## src/rtl/tdr_echo_capture.sv

```systemverilog
// Receive side of the TDR: counts time of flight from launch, timestamps synchronized echo edges,
// then streams the timestamps out. Optional echo glitch filter: define TDR_ECHO_FILTER_EN.
module tdr_echo_capture #(
    parameter int CNT_W          = 16,
    parameter int MAX_ECHOES     = 4,
    parameter int BLANK_CYCLES   = 8,
    parameter int TIMEOUT_CYCLES = 4000,
    parameter int FILT_CYCLES    = 3
) (
    input  logic                         clk,
    input  logic                         rst,
    input  logic                         launch,
    input  logic                         echo_in,
    output logic                         busy,
    output logic                         launch_drop,
    output logic                         out_valid,
    input  logic                         out_ready,
    output logic [CNT_W-1:0]             out_tof,
    output logic [$clog2(MAX_ECHOES):0]  out_idx,
    output logic                         out_last,
    output logic                         out_none,
    output logic                         timeout_flag,
    output logic [1:0]                   dbg_state
);
    localparam int IDX_W = $clog2(MAX_ECHOES) + 1;
    localparam logic [CNT_W-1:0] BLANK_LAST = CNT_W'(BLANK_CYCLES - 1);
    localparam logic [CNT_W-1:0] TIMEOUT_C  = CNT_W'(TIMEOUT_CYCLES);
    localparam logic [IDX_W-1:0] IDX_MAX    = IDX_W'(MAX_ECHOES);

    localparam logic [1:0] IDLE   = 2'd0;
    localparam logic [1:0] BLANK  = 2'd1;
    localparam logic [1:0] LISTEN = 2'd2;
    localparam logic [1:0] DRAIN  = 2'd3;

    logic [1:0]       state;
    logic [CNT_W-1:0] cnt;
    logic             s1, s2, s2_d;
    logic [CNT_W-1:0] ebuf [MAX_ECHOES];
    logic [IDX_W-1:0] count;
    logic [IDX_W-1:0] rd_idx;
    logic             timeout_r;

    logic             raw_edge;
    logic             accept;
    logic [CNT_W-1:0] acc_tof;
    logic [CNT_W-1:0] cnt_inc;
    logic             done_full;
    logic             done_time;
    logic [CNT_W-1:0] rd_tof;

`ifdef TDR_ECHO_FILTER_EN
    localparam int PC_W = $clog2(FILT_CYCLES + 1);
    localparam logic [PC_W-1:0] FILT_LAST = PC_W'(FILT_CYCLES - 1);

    logic             pend, pend_n;
    logic [PC_W-1:0]  pend_cnt, pend_cnt_n;
    logic [CNT_W-1:0] pend_tof, pend_tof_n;
`endif

    always_comb begin
        raw_edge = s2 & ~s2_d;
        cnt_inc  = (cnt == {CNT_W{1'b1}}) ? cnt : cnt + 1'b1;
        accept   = 1'b0;
        acc_tof  = cnt;
`ifdef TDR_ECHO_FILTER_EN
        pend_n     = 1'b0;
        pend_cnt_n = pend_cnt;
        pend_tof_n = pend_tof;
        if (state == LISTEN) begin
            // A candidate edge keeps its own timestamp while its high width is qualified;
            // a new edge cannot arrive while one is pending because s2 must drop first.
            if (pend) begin
                if (s2 && pend_cnt == FILT_LAST) begin
                    accept  = 1'b1;
                    acc_tof = pend_tof;
                end else if (s2) begin
                    pend_n     = 1'b1;
                    pend_cnt_n = pend_cnt + 1'b1;
                end
            end else if (raw_edge && cnt <= TIMEOUT_C) begin
                if (FILT_CYCLES <= 1) begin
                    accept = 1'b1;
                end else begin
                    pend_n     = 1'b1;
                    pend_cnt_n = PC_W'(1);
                    pend_tof_n = cnt;
                end
            end
        end
        done_time = (cnt >= TIMEOUT_C) && !pend_n;
`else
        accept    = (state == LISTEN) && raw_edge;
        done_time = (cnt == TIMEOUT_C);
`endif
        done_full = accept && (count + 1'b1 == IDX_MAX);
    end

    always_comb begin
        rd_tof = '0;
        for (int i = 0; i < MAX_ECHOES; i++) begin
            if (rd_idx == IDX_W'(i)) rd_tof = ebuf[i];
        end
    end

    always_ff @(posedge clk or posedge rst) begin
        if (rst) begin
            state     <= IDLE;
            cnt       <= '0;
            s1        <= 1'b0;
            s2        <= 1'b0;
            s2_d      <= 1'b0;
            count     <= '0;
            rd_idx    <= '0;
            timeout_r <= 1'b0;
            for (int i = 0; i < MAX_ECHOES; i++) ebuf[i] <= '0;
        end else begin
            s1   <= echo_in;
            s2   <= s1;
            s2_d <= s2;
            case (state)
                IDLE: begin
                    if (launch) begin
                        state     <= BLANK;
                        cnt       <= '0;
                        count     <= '0;
                        rd_idx    <= '0;
                        timeout_r <= 1'b0;
                        s2_d      <= 1'b0;
                    end
                end
                BLANK: begin
                    cnt <= cnt_inc;
                    if (cnt == BLANK_LAST) state <= LISTEN;
                end
                LISTEN: begin
                    cnt <= cnt_inc;
                    if (accept) begin
                        for (int i = 0; i < MAX_ECHOES; i++) begin
                            if (count == IDX_W'(i)) ebuf[i] <= acc_tof;
                        end
                        count <= count + 1'b1;
                    end
                    // A filling edge names the window "full" even on the timeout cycle.
                    if (done_full) begin
                        state     <= DRAIN;
                        timeout_r <= 1'b0;
                    end else if (done_time) begin
                        state     <= DRAIN;
                        timeout_r <= 1'b1;
                    end
                end
                default: begin
                    if (out_ready) begin
                        if (out_last) state <= IDLE;
                        else          rd_idx <= rd_idx + 1'b1;
                    end
                end
            endcase
        end
    end

`ifdef TDR_ECHO_FILTER_EN
    always_ff @(posedge clk or posedge rst) begin
        if (rst) begin
            pend     <= 1'b0;
            pend_cnt <= '0;
            pend_tof <= '0;
        end else begin
            pend     <= pend_n;
            pend_cnt <= pend_cnt_n;
            pend_tof <= pend_tof_n;
        end
    end
`endif

    // Handshake: a beat transfers on a cycle with out_valid & out_ready; while out_valid is high
    // and out_ready low, every out_* field holds its value.
    assign busy         = (state != IDLE);
    assign launch_drop  = launch && busy;
    assign out_valid    = (state == DRAIN);
    assign out_none     = out_valid && (count == '0);
    assign out_tof      = (out_valid && !out_none) ? rd_tof : '0;
    assign out_idx      = out_valid ? rd_idx : '0;
    assign out_last     = out_valid && (out_none || rd_idx == count - 1'b1);
    assign timeout_flag = out_valid && timeout_r;
    assign dbg_state    = state;
endmodule

```

## config.mk

```make
export PLATFORM = sky130hd
export DESIGN_NAME = tdr_echo_capture
export DESIGN_NICKNAME = d
export VERILOG_FILES = /design/src/rtl/tdr_echo_capture.sv
export SDC_FILE = /design/constraint.sdc
export NUM_CORES = 1
export LEC_CHECK = 0
export ABC_CLOCK_PERIOD_IN_PS = 9000
export CAP_MARGIN = 30
export CORE_UTILIZATION = 60
export DETAILED_ROUTE_END_ITERATION = 6
export GPL_TIMING_DRIVEN = 0
export HOLD_SLACK_MARGIN = 0.02
export PLACE_DENSITY = 0.84
export SYNTH_ARGS = -nofsm -noshare
export SYNTH_HDL_FRONTEND = slang
export SYNTH_SLANG_ARGS = --single-unit
```

## constraint.sdc

```tcl
create_clock -name clk -period 9 [get_ports clk]
set_input_delay 2.25 -clock clk [delete_from_list [all_inputs] [get_ports clk]]
set_output_delay 2.25 -clock clk [all_outputs]
set_load 0.01 [all_outputs]
```

==> impl.org, run 1 <==
#+TITLE: Synthesis and PnR summary

** Synth
- After synthesis, the share of flip-flops with an asynchronous set or reset is 1.00.
- Cell type contributing the most total cell area after synthesis :: dfrtp_1
- In this run, the synthesized area fraction spent on AND-OR/OR-AND gates is recorded as 0.126.
- Measured against the total synthesized area, the mux share comes to 0.141.
- Of the total synthesized cell area, the portion taken by full adders, half adders and majority gates is 0.0472.
- Xor and xnor area share after synthesis :: 0.0213
- In the synthesized netlist the dominant register cell turns out to be dfrtp_1.
- Share of the yosys chip area belonging to registers :: 0.483
- The cell area that synthesis handed to floorplanning was 4770 um2.
- Post-synthesis, Yosys gives the total cell area as between 4000 and 5000 um2.
- Count of warnings emitted by yosys :: 0
- Commonest cells in the netlist :: dfrtp_1, mux2_2, nor2_1
- Number of flip-flops and latches in the synthesized netlist :: 92
- Top cell type's share of synthesized area :: 0.483
- By instance count, the leading cell after synthesis is dfrtp_1.
- Per the post-synthesis stats, the area per cell is 10.6 um2.

** Critical path
- Cell count of the worst reg-to-reg path :: 7
- Largest delay share family, worst path :: buffers and inverters
- Critical R2R Launch :: dbg_state[0]
- Setup slack on the worst reg-to-reg path comes out at roughly 6.5 ns.
- Cell with the largest stage delay on the worst path :: clkdlybuf4s50_1
- STA classifies the critical path startpoint as a primary input.
- The setup path with the least slack is of type in2out.
- The timing report notes that buffer and inverter cells on the critical path total 2.
- Worst path max stage delay :: 0.59 ns
- The critical path starts at launch.
- STA classifies the critical path endpoint as an output port.
- Data arrives at the worst endpoint at 3.53 ns.

** STA
- Headroom to the max-slew limit :: 0.512
- In the post-route analysis, the smallest setup slack over all paths is 3.22 ns.
- On the final layout, the worst hold slack is roughly 0.37 ns.
- Setup total negative slack on the finished layout was measured at 0 ns.
- Final number of hold-violating endpoints :: 0
- Post-route clock skew :: around 0.015 ns
- The pin closest to its max-slew limit shows a slew of ~0.73 ns.
- In the final report, the number of endpoints failing setup comes to 0.

** Run
- In this run the maximum-capacitance check reported violations numbering 0.
- OpenROAD warning count :: 38

** Layout
- After layout, the clock buffer instance count stands at 11.
- Non-clock inverter instance count of the final layout :: 17
- The layout report gives the multi-input gate share of total cell area as 0.418.
- The multi-input combinational cells in the finished layout cover a total of approximately 2300 um2.
- Fill cell count :: ~620
- Most frequent logic cells in the routed design :: dfrtp_1, mux2_2, nor2_1
- The finished layout holds roughly 600 standard cells, fillers aside.
- Ant diodes :: 0
- The layout summary lists the proportion of cells stronger than drive strength 1 as 0.181.
- The fraction of final cell area spent on non-clock buffers in this run is 0.0887.
- Comb_multi_in :: slightly above 300
- Register containing the most flip-flops in the final layout :: ebuf
- Measured on the final layout, the clock distribution area share stands at 0.0308.

** Place
- Detailed placement HPWL :: between 7000 and 8000 um
- The detailed placer reported the number of placed instances as about 600.
- Pre-CTS setup slack :: 3.24 ns
- Placed standard-cell area :: between 5000 and 6000 um2

** Detailed routing
- After detailed routing, the met3 layer carries slightly above 400 um of wire.
- Met2 wire length :: around 5000 um
- Top Metal Used :: met4
- The final layout contains routed wiring with a total length of about 10,000 um.
- Detail-routed via count per cell :: around 6.0
- DRT iter0 DRCs :: 239
- Average wire length per cell after detail routing :: approximately 17 um
- Number of design rule violations left after detail routing :: 0
- Summing over every cut layer, the via total after detailed routing is 3,609.

** Clocking
- Clock tree from TritonCTS :: built
- Buffer levels on the longest clock path :: 2
- Looking at the clock tree report, the root buffer type is clkbuf_8.
- Sinks on the clock net :: between 90 and 100

** Global routing
- The via count of the first global-routing pass came to approximately 3,600.
- Maximum number of pins on one net before global-route repair :: 66
- The number of antenna violations at the first check in global routing came to 0.
- Routing usage on met3 :: 0.0503

** Pwr
- Combinational power for this build is about 0.00058 W.
- The power report attributes to the sequential group a share of 0.391.
- The worst-case IR drop observed on VDD is about 100 uV.
- Ranked by power, first place goes to combinational cells.
- Clock share of power :: 0.181
- The share of total power dissipated in combinational logic is 0.428.
- Per the summary, power density relative to cell area is 251 nW/um2.
- The clock network power reported by the tool is between 0.0002 and 0.00025 W.
- Total power for the finished layout comes to ~0.0014 W.
- Sequential power for this build is between 0.0005 and 0.0006 W.

** Floorplanning
- Core Box Area :: approximately 7700 um2
- Number of well-tap cells placed :: just over 100
- At the floorplan stage, the core utilization is reported as 0.620.
- The report lists the number of standard-cell rows as 32.

** Outcome
- Result of the run :: finished, final reports clean

** Hold path
- WHS Endpoint :: s2
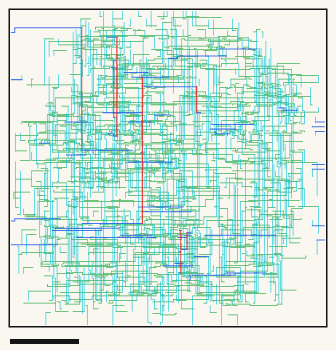
*Routed metal, one colour a layer, run 1*
Bar = 20 um.
| colour | layer | wire length |
|---|---|---|
| green | metal 1 | 4,520 um |
| red | metal 4 | 147 um |
| cyan | metal 2 | 5,120 um |
| blue | metal 3 | 413 um |

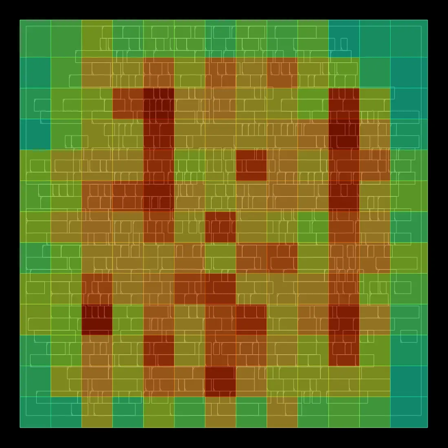
*Congestion heat map, run 1*
total track usage: 0.272
final design utilization: 0.703
Most Crowded Layer GR: met2

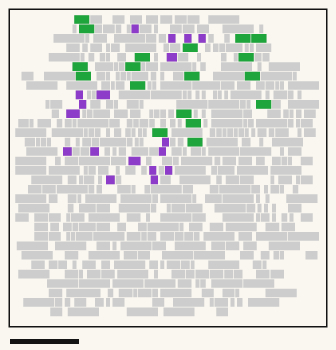
*Logic cells by family, run 1*
Bar = 20 um.
| colour | family | cells | most used |
|---|---|---|---|
| green | fa/ha/maj cells | 18 | ha_1 |
| purple | and/or cells | 18 | and2_1 |

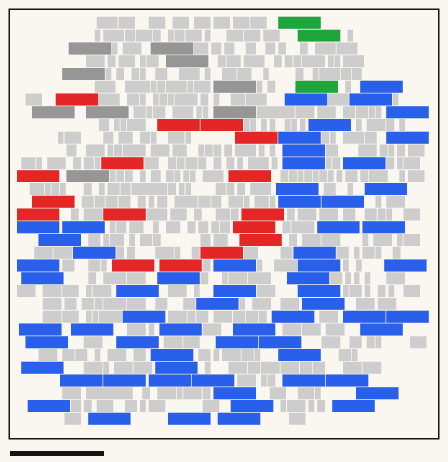
*Sequential cells coloured by netlist name, run 1*
Bar = 20 um. Other sequential cells in the stronger grey, the rest of the logic in the fainter grey.
| colour | signal | flops |
|---|---|---|
| green | `rd_idx` | 3 |
| red | `acc_tof` | 16 |
| blue | `ebuf` | 64 |
not coloured: 9

==> run 2: changes to the inputs <==
Settings changed: ABC_CLOCK_PERIOD_IN_PS 9000 to 4750, CORE_UTILIZATION 60 to 53, PLACE_DENSITY 0.84 to 0.79.
Clock period 9 ns to 4.75 ns, I/O delays scaled along.
==> run 2 against run 1 <==
Utilization is 7.5 points lower. Highest routed layer unchanged. Power is 100% higher. Count of clock-buffer cells in the layout stayed put. Worst setup slack worse by 3.0 ns. Critical path type is now reg2out. Final area is 1.4% higher.
==> impl.org, run 2 <==
#+TITLE: Synthesis and PnR summary

** Synth
- Dominant cell by count in the synthesized netlist :: dfrtp_1
- The mux contribution to synthesized area is 0.141 (unchanged).
- The number of warnings printed during yosys synthesis is 0 (unchanged).
- The synthesized netlist was found by Yosys to have ~450 cells.
- The post-synthesis share of cell area spent on full adders, half adders and majority gates came to 0.0472 (unchanged).
- Synthesis handed over a netlist of 451 instances.
- Synth Area per Inst :: 10.6 um2 (unchanged)
- The and-or/or-and share of the synthesized area is 0.126 (unchanged).
- Xor and xnor area share after synthesis :: 0.0213 (unchanged)
- The count of state elements after synthesis is 92 (unchanged).
- Combined area of all synthesized cells :: 4770 um2 (unchanged)
- The async set or reset register ratio after synthesis was 1.00 (unchanged).
- The post-synthesis sequential area ratio was 0.483 (unchanged).
- Yosys stat area :: 4770 um2 (unchanged)
- Commonest cells in the netlist :: dfrtp_1, mux2_2, nor2_1
- The synthesis report names the predominant flop master as dfrtp_1.
- The area share of the leading cell type in the synthesized netlist is 0.483 (unchanged).

** STA
- Crit share post-route :: 0.944
- Final setup fails :: 0 (unchanged)
- The setup TNS was 0 ns (unchanged).
- Final number of hold-violating endpoints :: 0 (unchanged)
- The slew at the pin with the worst max-slew slack is 0.746 ns (+0.0165 ns).
- Headroom to the max-slew limit :: 0.499 (-0.0125)
- Worst setup slack after layout :: 0.268 ns (-2.95 ns)
- The worst clock skew on the final layout is 0.0151 ns (+0.000334 ns).

** Outcome
- Result of the run :: finished, final reports clean

** Detailed routing
- Detail-routed via count per cell :: 5.87 (-2.6%)
- Amount of wire on met3 after detailed routing :: 600 um (+45%)
- Wire length after detailed routing :: 10,700 um (+4.7%)
- Number of design rule violations left after detail routing :: 0 (unchanged)
- Met2 wire length :: 5340 um (+4.4%)
- The routed via count came to 3,563 (-1.3%).
- DRT iter0 DRCs :: 267 (+12%)
- Average wire length per cell after detail routing :: 17.6 um (+3.4%)

** Pwr
- Sequential cell power :: 0.00100 W (+89%)
- The final total power was 0.00273 W (+100%).
- Comb. pwr :: 0.00112 W (+93%)
- Clock share of power :: 0.223 (+0.042)
- Max IR drop VDD :: 291 uV (+180%)
- The group that draws the most power in this run is combinational cells.
- The power in the clock group was 0.000609 W (+150%).
- Sequential share of power :: 0.368 (-0.023)

** Critical path
- STA classifies the critical path endpoint as an output port.
- For this design, the slowest cell found on the critical path is clkdlybuf4s50_1.
- The reg-to-reg setup timing slack is 2.16 ns (-4.31 ns).
- Worst-path cell chain :: inv_1 -> ha_1 -> nor2b_1 -> clkbuf_1 -> clkbuf_1 -> a22oi_1 -> a211oi_1 -> a21oi_1 -> nor2_1 -> clkdlybuf4s50_1
- The cell family contributing the most delay on the critical path is buffers and inverters.
- Setup crit start :: rd_idx[1]
- The worst reg2reg path depth was 8 (+1).
- STA classifies the critical path startpoint as a flip-flop.
- Worst path max stage delay :: 0.54 ns (-0.05 ns)
- The buffer-and-inverter tally for the worst setup path is 4 (+2).
- The data arrival at the endpoint of the critical path is 3.29 ns (-0.24 ns).
- Per the timing report, the most critical flop-to-flop path originates at dbg_state[0].
- By startpoint and endpoint, the worst setup path is classified as reg2out.

** Layout
- The register with the most flip-flops in the final layout is ebuf.
- Most frequent logic cells in the routed design :: dfrtp_1, mux2_2, nor2_1
- The fraction of layout instances using a drive strength above 1 is 0.188 (+0.00729).
- Combinational fraction of the cell area :: 0.413 (-0.00573)
- The finished design was reported to have a net count of just over 500.
- The buffering overhead came to 0.0877 (-0.000988).
- The final non-filler cell total was 607 (+1.3%).
- Comb_multi_in :: 311 (unchanged)
- Sequential cells placed in the final layout were counted as around 92.
- Clock network area share :: 0.0425 (+0.0117)
- Non-clock inverter instance count of the final layout :: 17 (unchanged)
- Ant diodes :: 0 (unchanged)
- The post-route core utilization came to 0.628 (-0.0747).
- Area occupied by multi-input gates :: 2260 um2 (unchanged)
- Fill cell count :: 690 (+12%)

** Floorplanning
- Site row count :: 34 (+6.3%)
- The initial cell density of the core was 0.547 (-0.0735).
- The number of tap instances is 108 (+5.9%).
- Core Box Area :: 8720 um2 (+13%)

** Place
- Cell Count Post-Placement :: 591 (+1.0%)
- The post-DP HPWL is 7300 um (-1.2%).
- Pre-CTS setup slack :: 0.499 ns (-2.74 ns)
- The standard cell area after detailed placement came to 5240 um2 (+0.14%).

** Global routing
- Routing usage on met3 :: 0.0571 (+0.00683)
- The largest net degree at the start of global routing is 75 (+14%).
- The number of antenna violations at the first check in global routing came to 0 (unchanged).
- Wire length of the first global-routing pass :: ~18,000 um
- The via count of the first global-routing pass is 3,619 (-0.36%).
- The global routing stage identified its most utilized layer as met2.
- Total track usage :: 0.242 (-0.0306)

** Clocking
- TritonCTS built the clock tree.
- The CTS sink count was 92 (unchanged).
- Clk root buf :: clkbuf_8

** Run
- The reported max-cap violation count is 0 (unchanged).
- The number of warnings the tools reported was 38 (unchanged).

** Hold path
- Hold path cells :: 0
- WHS Endpoint :: s2
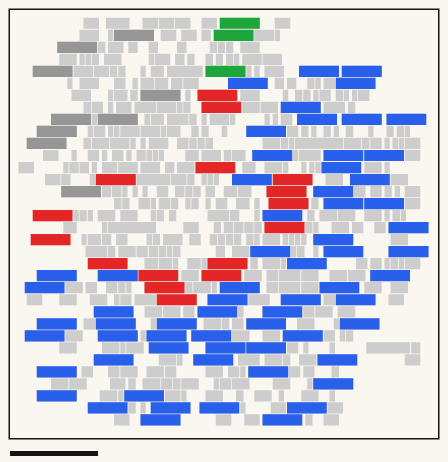
*Sequential cells coloured by netlist name, run 2*
Bar = 20 um. Other sequential cells in the stronger grey, the rest of the logic in the fainter grey.
| colour | signal | flops |
|---|---|---|
| blue | `ebuf` | 64 |
| red | `acc_tof` | 16 |
| green | `rd_idx` | 3 |
not coloured: 9

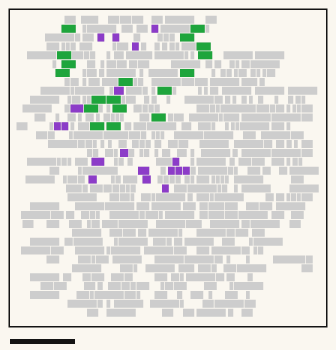
*Logic cells by family, run 2*
Bar = 20 um.
| colour | family | cells | most used |
|---|---|---|---|
| purple | and/or cells | 18 | and2_1 |
| green | fa/ha/maj cells | 18 | ha_1 |

==> run 3: changes to the inputs <==
Settings changed: CTS_CLUSTER_SIZE from default to 14.
==> run 3 against run 2 <==
Count of clock-buffer cells in the layout unchanged. Fmax did not move. Flip-flop count stayed put. Worst setup slack did not move. Global-route usage unchanged. Register-to-register slack hardly changed. Via count did not move. Largest power group unchanged.
==> impl.org, run 3 <==
#+TITLE: Synthesis and PnR summary

** Critical path
- Critical path's most frequent cell :: clkbuf_1
- Worst path arrival time :: 3.29 ns (about the same)
- The critical path is of the reg2out type.
- Largest delay share family, worst path :: buffers and inverters
- The timing report shows that the slowest cell on the worst path is clkdlybuf4s50_1.
- Setup crit start :: rd_idx[1]
- Along the worst path, the maximum fanout reaches 10.
- The worst reg2reg path depth came to 8 (unchanged).
- Worst path max stage delay :: 0.54 ns (about the same)
- Type of element capturing the critical path :: output port
- The worst register-to-register path begins at dbg_state[0].
- STA classifies the critical path startpoint as a flip-flop.
- The reg-to-reg setup timing slack is 2.16 ns (about the same).
- Worst-path cell chain :: inv_1 -> ha_1 -> nor2b_1 -> clkbuf_1 -> clkbuf_1 -> a22oi_1 -> a211oi_1 -> a21oi_1 -> nor2_1 -> clkdlybuf4s50_1
- Buffer-and-inverter tally for the worst setup path :: 4 (unchanged)

** Clocking
- The registers of the reported paths see a clock transition of 0.09 ns.
- After clock tree synthesis, the flow added hold-fix buffers numbering 0.
- TritonCTS built the clock tree.
- Clk root buf :: clkbuf_8
- Per the CTS log, the maximum H-tree level is 3.
- Sinks on the clock net :: 92 (unchanged)

** STA
- For reference, the final report shows the max-slew violation count at 0.
- The slew at the pin with the worst max-slew slack is 0.746 ns (unchanged).
- Final setup fails :: 0 (unchanged)
- Sum Neg Setup Slack :: 0 ns (unchanged)
- Unrepaired setup endpoints after global routing :: false
- Crit share post-route :: 0.944 (unchanged)
- Post-route clock skew :: 0.0151 ns (unchanged)
- Final number of hold-violating endpoints :: 0 (unchanged)
- Hold is met by between 0.3 and 0.4 ns.
- Worst setup slack after layout :: 0.268 ns (unchanged)
- The headroom to the max-slew limit was 0.499 (unchanged).

** Detailed routing
- Wire length after detailed routing :: 10,700 um (unchanged)
- Count of TritonRoute iterations in the first routing pass :: 4
- Detail-routed via count per cell :: 5.87 (unchanged)
- Average wire length per cell after detail routing :: 17.6 um (unchanged)
- The routed via count came to 3,563 (unchanged).
- DRT iter0 DRCs :: 267 (unchanged)
- The detailed route wirelength on metal2 came to 5340 um (unchanged).
- For this block, wires on met1 add up to 4590 um.
- The DRC violation count after routing is 0 (unchanged).
- Amount of wire on met3 after detailed routing :: 600 um (unchanged)

** Pwr
- The proportion of power drawn by flip-flops and latches came to 0.368 (about the same).
- Clock share of power :: 0.223 (about the same)
- Pwr per Cell Area :: roughly 500 nW/um2
- The switching portion of total power comes to 0.384.
- The final total power came to 0.00273 W (unchanged).
- Of all power groups, the one with the highest power is combinational cells.
- Comb. pwr :: 0.00112 W (about the same)
- Sequential cell power :: 0.00100 W (about the same)
- The power in the clock group came to 0.000609 W (about the same).
- Internal power :: ~0.0017 W
- The maximum ir drop on the vdd rail came to 291 uV (unchanged).
- Share of power burned in combinational logic :: 0.409

** Layout
- The number of flip-flops and latches is 92 (unchanged).
- Area occupied by multi-input gates :: 2260 um2 (unchanged)
- The diode insertion count for antenna repair came to 0 (unchanged).
- Final Instance Count excl. Fillers :: 607 (unchanged)
- The fraction of area in multi-input gates was 0.413 (unchanged).
- Biggest Area Class :: sequential cells
- Clkbuf count :: 11
- Area share of buffers outside the clock network :: 0.0877 (unchanged)
- Non-clock inverter instance count of the final layout :: 17 (unchanged)
- Final design utilization :: 0.628 (unchanged)
- Number of flip-flops under the largest register name :: between 60 and 70
- Final Cell Area :: 5480 um2
- The number of nets in the layout came to 517 (unchanged).
- Non-clock buffers in the final layout number 63.
- Ratio of cells with drive above 1 in the final layout :: 0.188 (unchanged)
- Register containing the most flip-flops in the final layout :: ebuf
- The layout filler cell count came to 690 (unchanged).
- Per the cell usage report, the commonest logic cells after layout are dfrtp_1, mux2_2, nor2_1.
- Among logic cells in the layout, the one with the most instances is dfrtp_1.
- Comb_multi_in :: 311 (unchanged)
- Register share of the cell area :: 0.420
- The clock network area share was 0.0425 (unchanged).

** Place
- The pre-CTS setup slack was 0.499 ns (unchanged).
- The standard cell area after detailed placement came to 5240 um2 (unchanged).
- The post-DP HPWL is 7300 um (unchanged).
- The post-placement cell count was 591 (unchanged).

** Synth
- Synth Area per Inst :: 10.6 um2 (unchanged)
- Count of unique library cells instantiated by Yosys :: 51
- Counting instances in the post-synthesis netlist gives the leading cell types as dfrtp_1, mux2_2, nor2_1.
- Synth Area in Compound Gates :: 0.126 (unchanged)
- Adder Area Share :: 0.0472 (unchanged)
- The largest total area in the synthesized netlist belongs to dfrtp_1.
- Xor and xnor area share after synthesis :: 0.0213 (unchanged)
- Dominant cell by count in the synthesized netlist :: dfrtp_1
- Number of standard cells reported by yosys :: 451 (unchanged)
- The number of warnings printed during yosys synthesis came to 0 (unchanged).
- Top cell type's share of synthesized area :: 0.483 (unchanged)
- Asr flop ratio synth :: 1.00 (unchanged)
- Combined area of all synthesized cells :: 4770 um2 (unchanged)
- Primary FF master, synth :: dfrtp_1
- The post-synthesis instance total came to 451 (unchanged).
- The count of state elements after synthesis was 92 (unchanged).
- Share of the yosys chip area belonging to registers :: 0.483 (unchanged)
- The mux contribution to synthesized area was 0.141 (unchanged).
- Yosys stat area :: 4770 um2 (unchanged)

** Floorplanning
- The initial cell density of the core was 0.547 (unchanged).
- The floorplan core area was 8720 um2 (unchanged).
- Number of I/O pins :: 32
- Number of well-tap cells placed :: 108 (unchanged)
- Height of the die :: 96.8 um
- The number of core rows is 34 (unchanged).

** Global routing
- Wire length of the first global-routing pass :: 18,000 um (unchanged)
- Routing resource usage on met1 recorded by global route was 0.323.
- Maximum number of pins on one net before global-route repair :: 75 (unchanged)
- Routing usage on met3 :: 0.0571 (unchanged)
- Total track usage :: 0.242 (unchanged)
- Number of antenna violations at the first check in global routing :: 0 (unchanged)
- The via count of the first global-routing pass came to 3,619 (unchanged).
- Most Crowded Layer GR :: met2

** Hold path
- Hold path cells :: 0 (unchanged)
- The worst hold path terminates at s2.

** Run
- Total of max-cap violations :: 0 (unchanged)
- The number of warnings the tools reported is 38 (unchanged).

** Outcome
- The flow ran to the end, and the final reports show no timing, DRC or antenna violations.
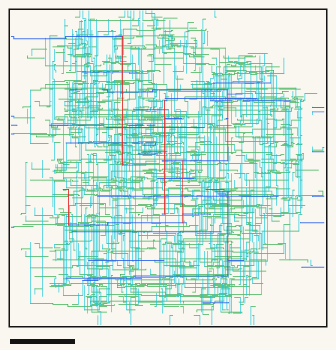
*Routed metal, one colour a layer, run 3*
Bar = 20 um.
| colour | layer | wire length |
|---|---|---|
| red | metal 4 | 150 um |
| green | metal 1 | 4,590 um |
| cyan | metal 2 | 5,340 um |
| blue | metal 3 | 601 um |

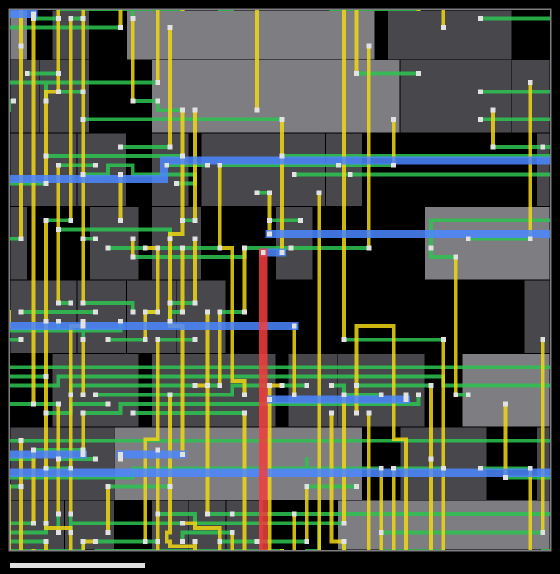
*Layout detail, run 3*
Bar = 5 um. Region (38, 58) to (58, 78) um. Cells in grey, sequential cells in the stronger grey; small squares are vias.
| colour | layer |
|---|---|
| blue | metal 3 |
| red | metal 4 |
| green | metal 1 |
| yellow | metal 2 |
sequential cells in the window: 5
most frequent: o21ai_0 (6), dfrtp_1 (5), inv_1 (4)
netlist names of flops here include: `acc_tof` (3), `ebuf` (2)
cells with their middle in the window: 32

No activity file was given, so power comes from the tool's default toggle rates.
